==> run_1/clocks.png <==
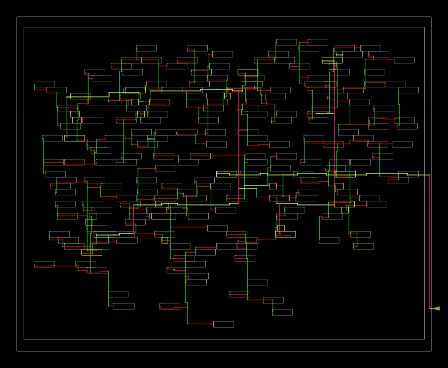
==> run_1/layer_met1.png <==
Supply wires on this layer in grey.
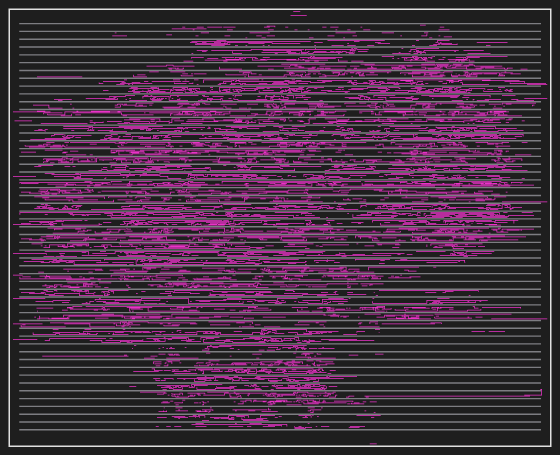
==> run_1/power_grid.png <==
Pins as bars on the die edge.
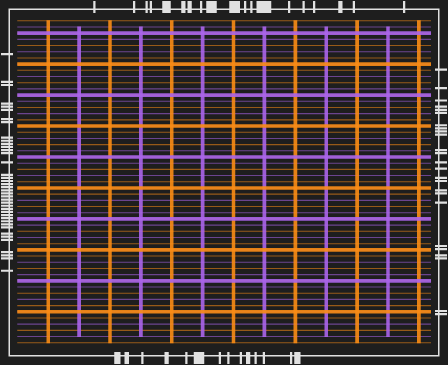
[src/rtl/spi_rx_pkg.sv]
// Shared definitions for the SPI receive frame controller: FSM encoding, frame-format codes
// and the frame-width mask also used by the shifter.
package spi_rx_pkg;

    localparam int TNUM_W = 13;

    typedef enum logic [1:0] {
        ST_IDLE = 2'b00,
        ST_DATA = 2'b01,
        ST_CRC  = 2'b10,
        ST_DONE = 2'b11
    } rx_state_e;

    localparam logic [1:0] DF_8  = 2'b00;
    localparam logic [1:0] DF_16 = 2'b01;
    localparam logic [1:0] DF_32 = 2'b10;

    // Both 1x codes select a 32-bit frame.
    function automatic logic [31:0] df_mask(input logic [1:0] df);
        logic [31:0] m;
        case (df)
            DF_8:           m = 32'h0000_00FF;
            DF_16:          m = 32'h0000_FFFF;
            DF_32, 2'b11:   m = 32'hFFFF_FFFF;
            default:        m = 32'hFFFF_FFFF;
        endcase
        return m;
    endfunction

endpackage

[src/rtl/spi_rx_frame_ctrl_if.sv]
// Bus/shifter-side signal bundle for spi_rx_frame_ctrl. The DMA handshake pair exists only when
// SPI_RX_DMA_EN is defined.
interface spi_rx_frame_ctrl_if #(
    parameter int LVL_W = 3
);
    logic             rx_en;
    logic [1:0]       df;
    logic [12:0]      spi_tnum;
    logic             crc_en;
    logic             rx_busy;
    logic [31:0]      spi_rx_data;
    logic [31:0]      rx_crc_data_out;
    logic             rd_en;
    logic             fifo_flush;
    logic             clr_ovr;
    logic             clr_crcerr;
    logic [31:0]      rx_rdata;
    logic             rxne;
    logic             rx_full;
    logic [LVL_W-1:0] rx_lvl;
    logic             ovr;
    logic             crc_err;
    logic             xfer_done;
    logic             ctrl_busy;
`ifdef SPI_RX_DMA_EN
    logic             dma_req;
    logic             dma_ack;
`endif

    modport master (
`ifdef SPI_RX_DMA_EN
        output dma_ack,
        input  dma_req,
`endif
        output rx_en, df, spi_tnum, crc_en, rx_busy, spi_rx_data, rx_crc_data_out,
        output rd_en, fifo_flush, clr_ovr, clr_crcerr,
        input  rx_rdata, rxne, rx_full, rx_lvl, ovr, crc_err, xfer_done, ctrl_busy
    );

    modport slave (
`ifdef SPI_RX_DMA_EN
        input  dma_ack,
        output dma_req,
`endif
        input  rx_en, df, spi_tnum, crc_en, rx_busy, spi_rx_data, rx_crc_data_out,
        input  rd_en, fifo_flush, clr_ovr, clr_crcerr,
        output rx_rdata, rxne, rx_full, rx_lvl, ovr, crc_err, xfer_done, ctrl_busy
    );

endinterface

[src/rtl/spi_rx_fifo.sv]
// Synchronous receive FIFO with push, pop, flush and occupancy. A push into a full FIFO is
// accepted only when a pop happens in the same cycle; flush overrides both.
module spi_rx_fifo #(
    parameter int DEPTH = 4,
    parameter int WIDTH = 32
) (
    input  logic                   i_clk,
    input  logic                   i_rst_n,
    input  logic                   i_push,
    input  logic                   i_pop,
    input  logic                   i_flush,
    input  logic [WIDTH-1:0]       i_wdata,
    output logic [WIDTH-1:0]       o_rdata,
    output logic [$clog2(DEPTH):0] o_level,
    output logic                   o_full,
    output logic                   o_empty
);
    localparam int AW = $clog2(DEPTH);
    localparam int LW = AW + 1;

    logic [WIDTH-1:0] r_mem [DEPTH];
    logic [AW-1:0]    r_wr_ptr;
    logic [AW-1:0]    r_rd_ptr;
    logic [LW-1:0]    r_level;
    logic             w_push;
    logic             w_pop;

    assign o_empty = (r_level == LW'(0));
    assign o_full  = (r_level == LW'(DEPTH));
    assign w_pop   = i_pop & ~o_empty;
    assign w_push  = i_push & (~o_full | w_pop);
    assign o_level = r_level;
    assign o_rdata = o_empty ? {WIDTH{1'b0}} : r_mem[r_rd_ptr];

    // Storage, pointers and occupancy; pointers wrap naturally since DEPTH is a power of two.
    always_ff @(posedge i_clk or negedge i_rst_n) begin
        if (!i_rst_n) begin
            for (int i = 0; i < DEPTH; i++) begin
                r_mem[i] <= {WIDTH{1'b0}};
            end
            r_wr_ptr <= AW'(0);
            r_rd_ptr <= AW'(0);
            r_level  <= LW'(0);
        end else if (i_flush) begin
            r_wr_ptr <= AW'(0);
            r_rd_ptr <= AW'(0);
            r_level  <= LW'(0);
        end else begin
            if (w_push) begin
                r_mem[r_wr_ptr] <= i_wdata;
                r_wr_ptr        <= r_wr_ptr + AW'(1);
            end
            if (w_pop) begin
                r_rd_ptr <= r_rd_ptr + AW'(1);
            end
            case ({w_push, w_pop})
                2'b10:   r_level <= r_level + LW'(1);
                2'b01:   r_level <= r_level - LW'(1);
                default: r_level <= r_level;
            endcase
        end
    end

endmodule

[src/rtl/spi_rx_frame_ctrl.sv]
// SPI receive frame controller: frame detection, transfer FSM, CRC-frame check and status flags.
// Optional DMA request/ack handshake is built when SPI_RX_DMA_EN is defined.
module spi_rx_frame_ctrl
    import spi_rx_pkg::*;
#(
    parameter int FIFO_DEPTH = 4,
    parameter int DMA_THRESH = 1
) (
    input  logic               clk_rx,
    input  logic               spi_rx_rstn,
    spi_rx_frame_ctrl_if.slave bus
);
    localparam int LW = $clog2(FIFO_DEPTH) + 1;

    if (DMA_THRESH < 1 || DMA_THRESH > FIFO_DEPTH) begin : g_bad_thresh
        $error("DMA_THRESH must lie in 1..FIFO_DEPTH");
    end

    rx_state_e         r_state;
    rx_state_e         w_next;
    logic              r_rx_busy_d;
    logic [TNUM_W-1:0] r_frm_cnt;
    logic [31:0]       r_crc_snap;
    logic              r_ovr;
    logic              r_crc_err;

    logic              w_frm_evt;
    logic              w_tnum_zero;
    logic              w_last;
    logic [TNUM_W-1:0] w_cnt_inc;
    logic              w_push;
    logic              w_pop;
    logic              w_crc_bad;
    logic              w_ovr_set;
    logic              w_xfer_done;
    logic              w_ctrl_busy;
    logic              w_full;
    logic              w_empty;
    logic [31:0]       w_rdata;
    logic [LW-1:0]     w_level;

    assign w_frm_evt   = r_rx_busy_d & ~bus.rx_busy;
    assign w_cnt_inc   = r_frm_cnt + 13'd1;
    assign w_tnum_zero = (bus.spi_tnum == 13'd0);
    assign w_last      = w_tnum_zero | (w_frm_evt & (w_cnt_inc == bus.spi_tnum));
    assign w_push      = (r_state == ST_DATA) & bus.rx_en & ~w_tnum_zero & w_frm_evt;
    assign w_crc_bad   = (r_state == ST_CRC) & bus.rx_en & w_frm_evt &
                         (((bus.spi_rx_data ^ r_crc_snap) & df_mask(bus.df)) != 32'd0);
    // A dropped word only counts as overrun when no pop frees a slot and no flush discards it.
    assign w_ovr_set   = w_push & w_full & ~w_pop & ~bus.fifo_flush;

`ifdef SPI_RX_DMA_EN
    assign w_pop       = bus.rd_en | bus.dma_ack;
    assign bus.dma_req = (w_level >= LW'(DMA_THRESH)) & ~bus.fifo_flush;
`else
    assign w_pop       = bus.rd_en;
`endif

    // FSM state register.
    always_ff @(posedge clk_rx or negedge spi_rx_rstn) begin
        if (!spi_rx_rstn) begin
            r_state <= ST_IDLE;
        end else begin
            r_state <= w_next;
        end
    end

    // FSM next-state logic; dropping rx_en aborts from any state.
    always_comb begin
        w_next = r_state;
        case (r_state)
            ST_IDLE: begin
                if (bus.rx_en) w_next = ST_DATA;
                else           w_next = ST_IDLE;
            end
            ST_DATA: begin
                if (!bus.rx_en) w_next = ST_IDLE;
                else if (w_last) w_next = bus.crc_en ? ST_CRC : ST_DONE;
                else             w_next = ST_DATA;
            end
            ST_CRC: begin
                if (!bus.rx_en)    w_next = ST_IDLE;
                else if (w_frm_evt) w_next = ST_DONE;
                else                w_next = ST_CRC;
            end
            ST_DONE: w_next = ST_IDLE;
            default: w_next = ST_IDLE;
        endcase
    end

    // FSM output decode.
    always_comb begin
        w_xfer_done = 1'b0;
        w_ctrl_busy = 1'b1;
        case (r_state)
            ST_IDLE: w_ctrl_busy = 1'b0;
            ST_DONE: w_xfer_done = 1'b1;
            default: w_ctrl_busy = 1'b1;
        endcase
    end

    // Frame counter, CRC snapshot, busy delay and sticky flags (set beats clear).
    always_ff @(posedge clk_rx or negedge spi_rx_rstn) begin
        if (!spi_rx_rstn) begin
            r_rx_busy_d <= 1'b0;
            r_frm_cnt   <= 13'd0;
            r_crc_snap  <= 32'd0;
            r_ovr       <= 1'b0;
            r_crc_err   <= 1'b0;
        end else begin
            r_rx_busy_d <= bus.rx_busy;
            if ((r_state == ST_IDLE) && bus.rx_en) begin
                r_frm_cnt <= 13'd0;
            end else if (w_push) begin
                r_frm_cnt <= w_cnt_inc;
            end
            if ((r_state == ST_DATA) && (w_next == ST_CRC)) begin
                r_crc_snap <= bus.rx_crc_data_out;
            end
            if (w_ovr_set)        r_ovr <= 1'b1;
            else if (bus.clr_ovr) r_ovr <= 1'b0;
            if (w_crc_bad)           r_crc_err <= 1'b1;
            else if (bus.clr_crcerr) r_crc_err <= 1'b0;
        end
    end

    spi_rx_fifo #(
        .DEPTH (FIFO_DEPTH),
        .WIDTH (32)
    ) u_fifo (
        .i_clk   (clk_rx),
        .i_rst_n (spi_rx_rstn),
        .i_push  (w_push),
        .i_pop   (w_pop),
        .i_flush (bus.fifo_flush),
        .i_wdata (bus.spi_rx_data),
        .o_rdata (w_rdata),
        .o_level (w_level),
        .o_full  (w_full),
        .o_empty (w_empty)
    );

    assign bus.rx_rdata  = w_rdata;
    assign bus.rxne      = ~w_empty;
    assign bus.rx_full   = w_full;
    assign bus.rx_lvl    = w_level;
    assign bus.ovr       = r_ovr;
    assign bus.crc_err   = r_crc_err;
    assign bus.xfer_done = w_xfer_done;
    assign bus.ctrl_busy = w_ctrl_busy;

endmodule

[src/flat_wrapper.sv]
// flat-port wrapper written by rule: the top's interface ports become plain ports
module spi_rx_frame_ctrl_flat import spi_rx_pkg::*;
#(
    parameter int FIFO_DEPTH = 4,
    parameter int DMA_THRESH = 1
)
  (clk_rx, spi_rx_rstn, bus_rx_en, bus_df, bus_spi_tnum, bus_crc_en, bus_rx_busy, bus_spi_rx_data, bus_rx_crc_data_out, bus_rd_en, bus_fifo_flush, bus_clr_ovr, bus_clr_crcerr, bus_rx_rdata, bus_rxne, bus_rx_full, bus_rx_lvl, bus_ovr, bus_crc_err, bus_xfer_done, bus_ctrl_busy);
  spi_rx_frame_ctrl_if #(.LVL_W(3)) bus_i ();
  input  logic clk_rx;
  input  logic spi_rx_rstn;
  input wire logic [$bits(bus_i.rx_en)-1:0] bus_rx_en;
  input wire logic [$bits(bus_i.df)-1:0] bus_df;
  input wire logic [$bits(bus_i.spi_tnum)-1:0] bus_spi_tnum;
  input wire logic [$bits(bus_i.crc_en)-1:0] bus_crc_en;
  input wire logic [$bits(bus_i.rx_busy)-1:0] bus_rx_busy;
  input wire logic [$bits(bus_i.spi_rx_data)-1:0] bus_spi_rx_data;
  input wire logic [$bits(bus_i.rx_crc_data_out)-1:0] bus_rx_crc_data_out;
  input wire logic [$bits(bus_i.rd_en)-1:0] bus_rd_en;
  input wire logic [$bits(bus_i.fifo_flush)-1:0] bus_fifo_flush;
  input wire logic [$bits(bus_i.clr_ovr)-1:0] bus_clr_ovr;
  input wire logic [$bits(bus_i.clr_crcerr)-1:0] bus_clr_crcerr;
  output wire logic [$bits(bus_i.rx_rdata)-1:0] bus_rx_rdata;
  output wire logic [$bits(bus_i.rxne)-1:0] bus_rxne;
  output wire logic [$bits(bus_i.rx_full)-1:0] bus_rx_full;
  output wire logic [$bits(bus_i.rx_lvl)-1:0] bus_rx_lvl;
  output wire logic [$bits(bus_i.ovr)-1:0] bus_ovr;
  output wire logic [$bits(bus_i.crc_err)-1:0] bus_crc_err;
  output wire logic [$bits(bus_i.xfer_done)-1:0] bus_xfer_done;
  output wire logic [$bits(bus_i.ctrl_busy)-1:0] bus_ctrl_busy;
  assign bus_i.rx_en = bus_rx_en;
  assign bus_i.df = bus_df;
  assign bus_i.spi_tnum = bus_spi_tnum;
  assign bus_i.crc_en = bus_crc_en;
  assign bus_i.rx_busy = bus_rx_busy;
  assign bus_i.spi_rx_data = bus_spi_rx_data;
  assign bus_i.rx_crc_data_out = bus_rx_crc_data_out;
  assign bus_i.rd_en = bus_rd_en;
  assign bus_i.fifo_flush = bus_fifo_flush;
  assign bus_i.clr_ovr = bus_clr_ovr;
  assign bus_i.clr_crcerr = bus_clr_crcerr;
  assign bus_rx_rdata = bus_i.rx_rdata;
  assign bus_rxne = bus_i.rxne;
  assign bus_rx_full = bus_i.rx_full;
  assign bus_rx_lvl = bus_i.rx_lvl;
  assign bus_ovr = bus_i.ovr;
  assign bus_crc_err = bus_i.crc_err;
  assign bus_xfer_done = bus_i.xfer_done;
  assign bus_ctrl_busy = bus_i.ctrl_busy;
  spi_rx_frame_ctrl #(.FIFO_DEPTH(FIFO_DEPTH), .DMA_THRESH(DMA_THRESH)) u_core (.clk_rx(clk_rx), .spi_rx_rstn(spi_rx_rstn), .bus(bus_i));
endmodule
[config.mk]
export PLATFORM = sky130hd
export DESIGN_NAME = spi_rx_frame_ctrl_flat
export DESIGN_NICKNAME = d
export VERILOG_FILES = /design/src/rtl/spi_rx_pkg.sv /design/src/rtl/spi_rx_frame_ctrl_if.sv /design/src/rtl/spi_rx_fifo.sv /design/src/rtl/spi_rx_frame_ctrl.sv /design/src/flat_wrapper.sv
export SDC_FILE = /design/constraint.sdc
export NUM_CORES = 1
export LEC_CHECK = 0
export ABC_AREA = 1
export CORE_ASPECT_RATIO = 0.8
export CORE_MARGIN = 3
export CORE_UTILIZATION = 35
export DETAILED_ROUTE_END_ITERATION = 8
export SETUP_SLACK_MARGIN = 0.3
export SLEW_MARGIN = 0
export SYNTH_ARGS = -nofsm -noshare
export SYNTH_HDL_FRONTEND = slang
export SYNTH_SLANG_ARGS = --single-unit
[constraint.sdc]
create_clock -name clk_rx -period 2.4 [get_ports clk_rx]
set_input_delay 0.48 -clock clk_rx [delete_from_list [all_inputs] [get_ports clk_rx]]
set_output_delay 0.48 -clock clk_rx [all_outputs]
set_load 0.01 [all_outputs]
==> flow_metrics.tcl, run 1 <==
# place-and-route summary
set metrics [dict create \
    synthMuxAreaShare_pct 5.341 \
    mostFrequentLayoutCell "nand2_1" \
    ys_sh_simple_pct 17.07 \
    min_path_cells 1 \
    yosysWarnings 0 \
    crit_path_start_kind "flip-flop" \
    reg2reg_depth 17 \
    top_logic_kind "simple AND/OR/NAND/NOR gates" \
    min_path_type "in -> reg" \
    yosys-stat-cells 1078 \
    adder_share_pct 0.8901 \
    finalSetupViolCount 43 \
    gr-total-overflow 0 \
    place_congestion 0.8340 \
    arrival_ps 2900 \
    fmax_mhz 400.9 \
    dieArea_mm2 0.02851 \
    final_area_mm2 0.01453 \
    status "complete, but fails checks" \
    place_ws_ps -353.2 \
    critical_path_peak_fanout 8 \
    synth_top_flop_cell "dfrtp_1" \
    placedCellCount 1587 \
    clk_pin_slew_ps 80 \
    syn2layout_area_growth_pct 56.60 \
    grt_pass1_wl_um 44290 \
    finalPower_mw 10.88 \
    post-route-drc-count 0 \
    cts_root_buffer "clkbuf_16" \
    rsz0062_at_grt "yes" \
    numCtsBuffers 17 \
    synth-edff-count 0 \
    rrSetupSlack_ps -90 \
    cts_tree "done" \
    htree_num_levels 4 \
    cts_sinks 185 \
    antenna-diode-count 0 \
    cp.required_ps 2800 \
    drive_above_1_share_pct 35.32 \
    layout.cells.most_common_list "nand2_1, dfrtp_1, inv_1, buf_4, o21ai_0" \
    compound_area_share_pct 15.63 \
    setup_ws_ps -94.43 \
    yosys_area_mm2 0.009278 \
    firstDrtPassIters 5 \
    drv_cap 0 \
    powerDensity_mw_per_mm2 749.2 \
    portBuffers 128 \
    dpl_cell_area_mm2 0.01165 \
    ys_ff 185 \
    critPathCaptureType "flip-flop" \
    topCellsByArea "dfrtp_1, nand2_1, o21ai_0" \
    dieWidth_um 188.0 \
    violations "setup timing" \
    nets 1457 \
    io_pins 129 \
    drt_iter0_drc 724 \
    avgRoutedWirePerCell_um 19.28 \
    row_count 52 \
    die_h_um 151.6 \
    async_flop_share_pct 100.0 \
    max_slew_margin_pct 69.17 \
    place_hpwl_um 17990 \
    postRouteAntennaNets 0 \
    ir_drop_mv 0.5844 \
    clock_path_buffers 2 \
    fin_skew_ps 11.98 \
    fp_nets 1172 \
]
-- clocks.png (at the start) --
Clk power: 2.92 mW
clk_buf instances: 18

-- layer_met1.png (at the start) --
The wires run mostly horizontal. The longest straight run is 84.2 um. The layer holds 44% of the routed length. The layer carries 14,600 um of wire.
via count: 8,952
WL final: 33,300 um
routing usage on met1: 28.69%

-- power_grid.png (at the start) --
VSS: drawn in orange. VDD: drawn in purple.
129 signal pins sit on the boundary. 13 straps on met4.

[run 1: worst paths after layout]
check | from | end
setup / recovery | u_core.r_frm_cnt[1]$_DFFE_PN0P_ | u_core.r_crc_snap[5]$_DFFE_PN0P_
hold / removal | bus_rx_busy | u_core.r_rx_busy_d$_DFF_PN0_
setup reg to reg | u_core.r_frm_cnt[1]$_DFFE_PN0P_ | u_core.r_crc_snap[5]$_DFFE_PN0P_
hold reg to reg | u_core.r_crc_snap[18]$_DFFE_PN0P_ | u_core.r_crc_snap[18]$_DFFE_PN0P_
max in group asynchronous | spi_rx_rstn | u_core.r_frm_cnt[0]$_DFFE_PN0P_
min in group asynchronous | spi_rx_rstn | u_core.r_frm_cnt[12]$_DFFE_PN0P_
[run 1: flip-flops by register name (all words and copies together) (netlist names)]
register,count
u_core.r_frm_cnt,13
u_core.r_state,2
u_core.r_rx_busy_d,1
u_core.u_fifo.r_mem,128
u_core.u_fifo.r_rd_ptr,2
u_core.u_fifo.r_wr_ptr,2
u_core.bus.crc_err,1
u_core.r_crc_snap,32
u_core.u_fifo.o_level,3
u_core.bus.ovr,1
[run 1: routing by layer]
layer  track usage, %  part of all wire, %
met5                0                    0
met4            4.724                  1.8
met3            3.910                  7.1
met2            31.51                   47
met1            28.69                   44
[run 1: critical path: stages (launching register included)]
cell and delay (ps):
dfrtp_1 430, ha_4 200, nand3_2 100, nor2_4 140, nand2_1 60, nand2_1 70, nand2_1 70, nand2_1 60
nand2_1 60, nor2_1 210, nand4_4 160, nand2_2 120, nand2_4 70, a21oi_4 160, buf_12 150, buf_6 180
nand4_1 120, nand2_1 70
[run 1: repair_timing]
item | 4_1_cts | 5_1_grt
hold buffers | 1 | 0
pin swaps | 61 | 64
cloned | 8 | 21
gates resized | 277 | 224
endpoints found under the hold margin | 35 | 0
endpoints found under the setup margin | 190 | 147
buffers inserted | 42 | 36
[run 1: synthesized netlist by cell type (2+ instances only)]
cell,n
nand2_2,4
nor4_1,6
a21oi_1,119
o22ai_1,10
a21oi_4,2
ha_1,5
clkbuf_1,29
xor2_1,23
nand4_1,36
nor2_1,47
mux2_1,30
o21ai_1,2
buf_2,14
nor3_1,4
or2_2,3
dfrtp_1,185
o21ai_0,140
buf_6,10
nor2_2,3
inv_1,119
inv_2,4
clkinv_1,3
buf_1,3
mux2_2,14
buf_4,2
xnor2_1,5
and2_1,2
nor2_4,7
nand3_1,28
nand2_1,208
[run 1: per-stage QoR]
stage                     utilization, %  TNS [ps]  hold WS (ps)
after global routing               56.53     -7961         360.7
after floorplan                        -         0         184.4
after global placement             45.32    -33860         456.8
after detailed placement           45.32    -48340         455.7
after CTS                          50.55         0         358.3
final                              56.53     -1920         363.5
[run 1: final cells by class]
cell class / instances / area, um^2 / area share, %
multi-input combinational: 709 / 4778 / 32.89
tap: 351 / 439.2 / 3.023
clock inverter: 14 / 148.9 / 1.025
timing repair buffer: 324 / 3606 / 24.82
inverter: 126 / 484.2 / 3.333
clock buffer: 18 / 439.2 / 3.023
sequential: 185 / 4633 / 31.89
[run 1: where the power goes]
group / switching [mW] / internal, mW / leakage [nW]
sequential: 0.262 / 3.43 / 2.19
clock: 1.41 / 1.51 / 0.285
combinational: 2.18 / 2.09 / 4.34
==> run_1/logic_types.png <==
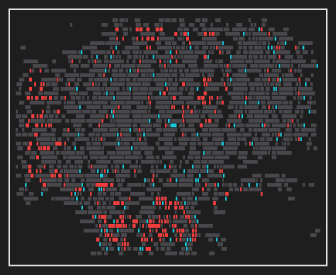

## Run 2: what changed since run 1
--- a/config.mk
+++ b/config.mk
@@ -11,6 +11,7 @@
 export CORE_UTILIZATION = 35
 export DETAILED_ROUTE_END_ITERATION = 8
 export SETUP_SLACK_MARGIN = 0.3
+export SKIP_CTS_REPAIR_TIMING = 1
 export SLEW_MARGIN = 0
 export SYNTH_ARGS = -nofsm -noshare
 export SYNTH_HDL_FRONTEND = slang
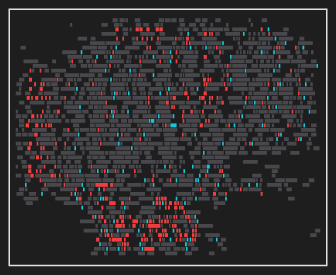
(run_2/logic_types.png)
nand cells: drawn in red, cells 279, most used nand2_1. inv cells: drawn in cyan, cells 127, most used inv_1.
dominant logic cell type in the layout: nand2_1
Comb area share: 32.73%

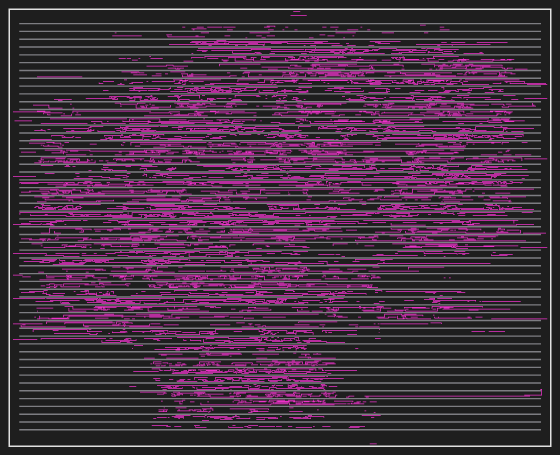
(run_2/layer_met1.png)
Supply wires on this layer in grey.
The wires run mostly horizontal. The layer holds 47% of the routed length. The layer carries 14,400 um of wire.
WL final: 30,760 um
via count: 8,550
routing usage on met1: 26.92%

==> flow_metrics.tcl, run 2 <==
# place-and-route summary
set metrics [dict create \
    status "complete, but fails checks" \
    violations "setup timing" \
    reg_top3 "u_core.u_fifo.r_mem (128), u_core.r_crc_snap (32), u_core.r_frm_cnt (13)" \
    drive_above_1_share_pct 28.43 \
    rr_startpoint "u_core.r_frm_cnt[1]$_DFFE_PN0P_" \
    antenna-diode-count 0 \
    ys_ff 185 \
    gr-usage-met2_pct 28.26 \
    cp_top_family "simple AND/OR/NAND/NOR gates" \
    compound_area_share_pct 15.63 \
    adder_share_pct 0.8901 \
    cp.depth 20 \
    critical_path_peak_fanout 8 \
    setup_ws_ps -59.43 \
    gr-total-overflow 0 \
    clk_pin_slew_ps 70 \
    top_cell "nand2_1" \
    fin_skew_ps 12.44 \
    cts_sinks 185 \
    portBuffers 128 \
    firstDrtPassIters 6 \
    cp-endpoint "u_core.r_crc_snap[29]$_DFFE_PN0P_" \
    top_logic_kind "simple AND/OR/NAND/NOR gates" \
    regMostFlops "u_core.u_fifo.r_mem" \
    postRouteAntennaNets 0 \
    fmax_mhz 406.6 \
    nets 1421 \
    synthMuxAreaShare_pct 5.341 \
    clock_path_buffers 2 \
    dpl_cell_area_mm2 0.01165 \
    cts_tree "done" \
    synth-edff-count 0 \
    fp_nets 1172 \
    syn2layout_area_growth_pct 47.71 \
    rsz0062_at_grt "yes" \
    avgRoutedWirePerCell_um 18.19 \
    yosys-stat-cells 1078 \
    place_congestion 0.8340 \
    htree_num_levels 4 \
    drv_cap 0 \
    finalSetupViolCount 36 \
    numCtsBuffers 17 \
    yosys_area_mm2 0.009278 \
    place_hpwl_um 17990 \
    finalSetupTns_ps -1110 \
    final_area_mm2 0.01370 \
    io_pins 129 \
    crit_slowest_cell "dfrtp_1" \
    drt_iter0_drc 660 \
    layout.cells.most_common_list "nand2_1, dfrtp_1, inv_1, buf_4, o21ai_0" \
    crit_path_frequent_cell "nand2_1" \
    ys_sh_simple_pct 17.07 \
    powerDensity_mw_per_mm2 775.1 \
]
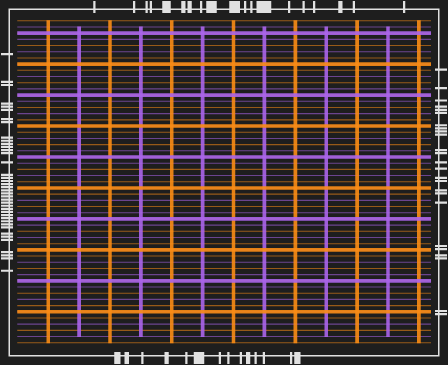
(run_2/power_grid.png)
Pins as bars on the die edge.
VSS: drawn in orange. VDD: drawn in purple.
13 straps on met4. The core has 52 rows. 53 met1 rails follow the rows. 129 signal pins sit on the boundary. 10 straps on met5.
peak supply drop: 0.5647 mV
width of the die: 188.0 um
Die Ht: 151.6 um

## run 2: report_power, final
part	leakage (nW)	internal, mW	switching [mW]
combinational	4.10	1.95	2.14
sequential	2.20	3.43	0.208
clock	0.285	1.51	1.38
total	6.58	6.89	3.73
## run 2: per-layer routing
| layer | wire length [um] | vias up |
|---|---|---|
| met5 | 0 | - |
| met4 | 411 | 0 |
| met3 | 1757 | 36 |
| met2 | 14210 | 274 |
| met1 | 14380 | 4169 |
| li1 | - | 4071 |
## run 2: cells by family (layout without fill, tap and decap cells)
kind of cell             after synthesis  count (layout)
XOR/XNOR                              28              28
AND/OR/NAND/NOR                      352             352
flip-flops                           185             185
adder cells (fa/ha/maj)                6               6
AND-OR/OR-AND                        279             279
buffers and inverters                184             446
multiplexers                          44              44
## run 2: through the flow
stage | instances | worst slack [ps] | hold WS, ps
3_3_place_gp | 1587 | -280.5 | 456.8
4_1_cts | 1619 | -452.8 | -30.14
2_1_floorplan | 1078 | 315.4 | 184.4
3_5_place_dp | 1587 | -353.2 | 455.7
5_1_grt | 1691 | -200.9 | 244.0
6_report | 1691 | -59.43 | 254.6
## run 2: worst min path at each step
stage	from	endpoint
after floorplan	spi_rx_rstn	u_core.bus.crc_err$_DFFE_PN0P_
after global placement	spi_rx_rstn	u_core.bus.ovr$_DFFE_PN0P_
after detailed placement	spi_rx_rstn	u_core.bus.ovr$_DFFE_PN0P_
after CTS	spi_rx_rstn	u_core.r_frm_cnt[12]$_DFFE_PN0P_
after global routing	bus_rx_busy	u_core.r_rx_busy_d$_DFF_PN0_
final	bus_rx_busy	u_core.r_rx_busy_d$_DFF_PN0_
## run 2: layout make-up
type | count | area (um^2)
tap | 351 | 439.2
fill | 2265 | 12000
timing repair inverter | 1 | 6.256
timing repair buffer | 287 | 3070
multi-input combinational | 709 | 4486
sequential | 185 | 4632
clock buffer | 18 | 439.2
clock inverter | 14 | 148.9
inverter | 126 | 483.0
No activity file was given, so power comes from the tool's default toggle rates.
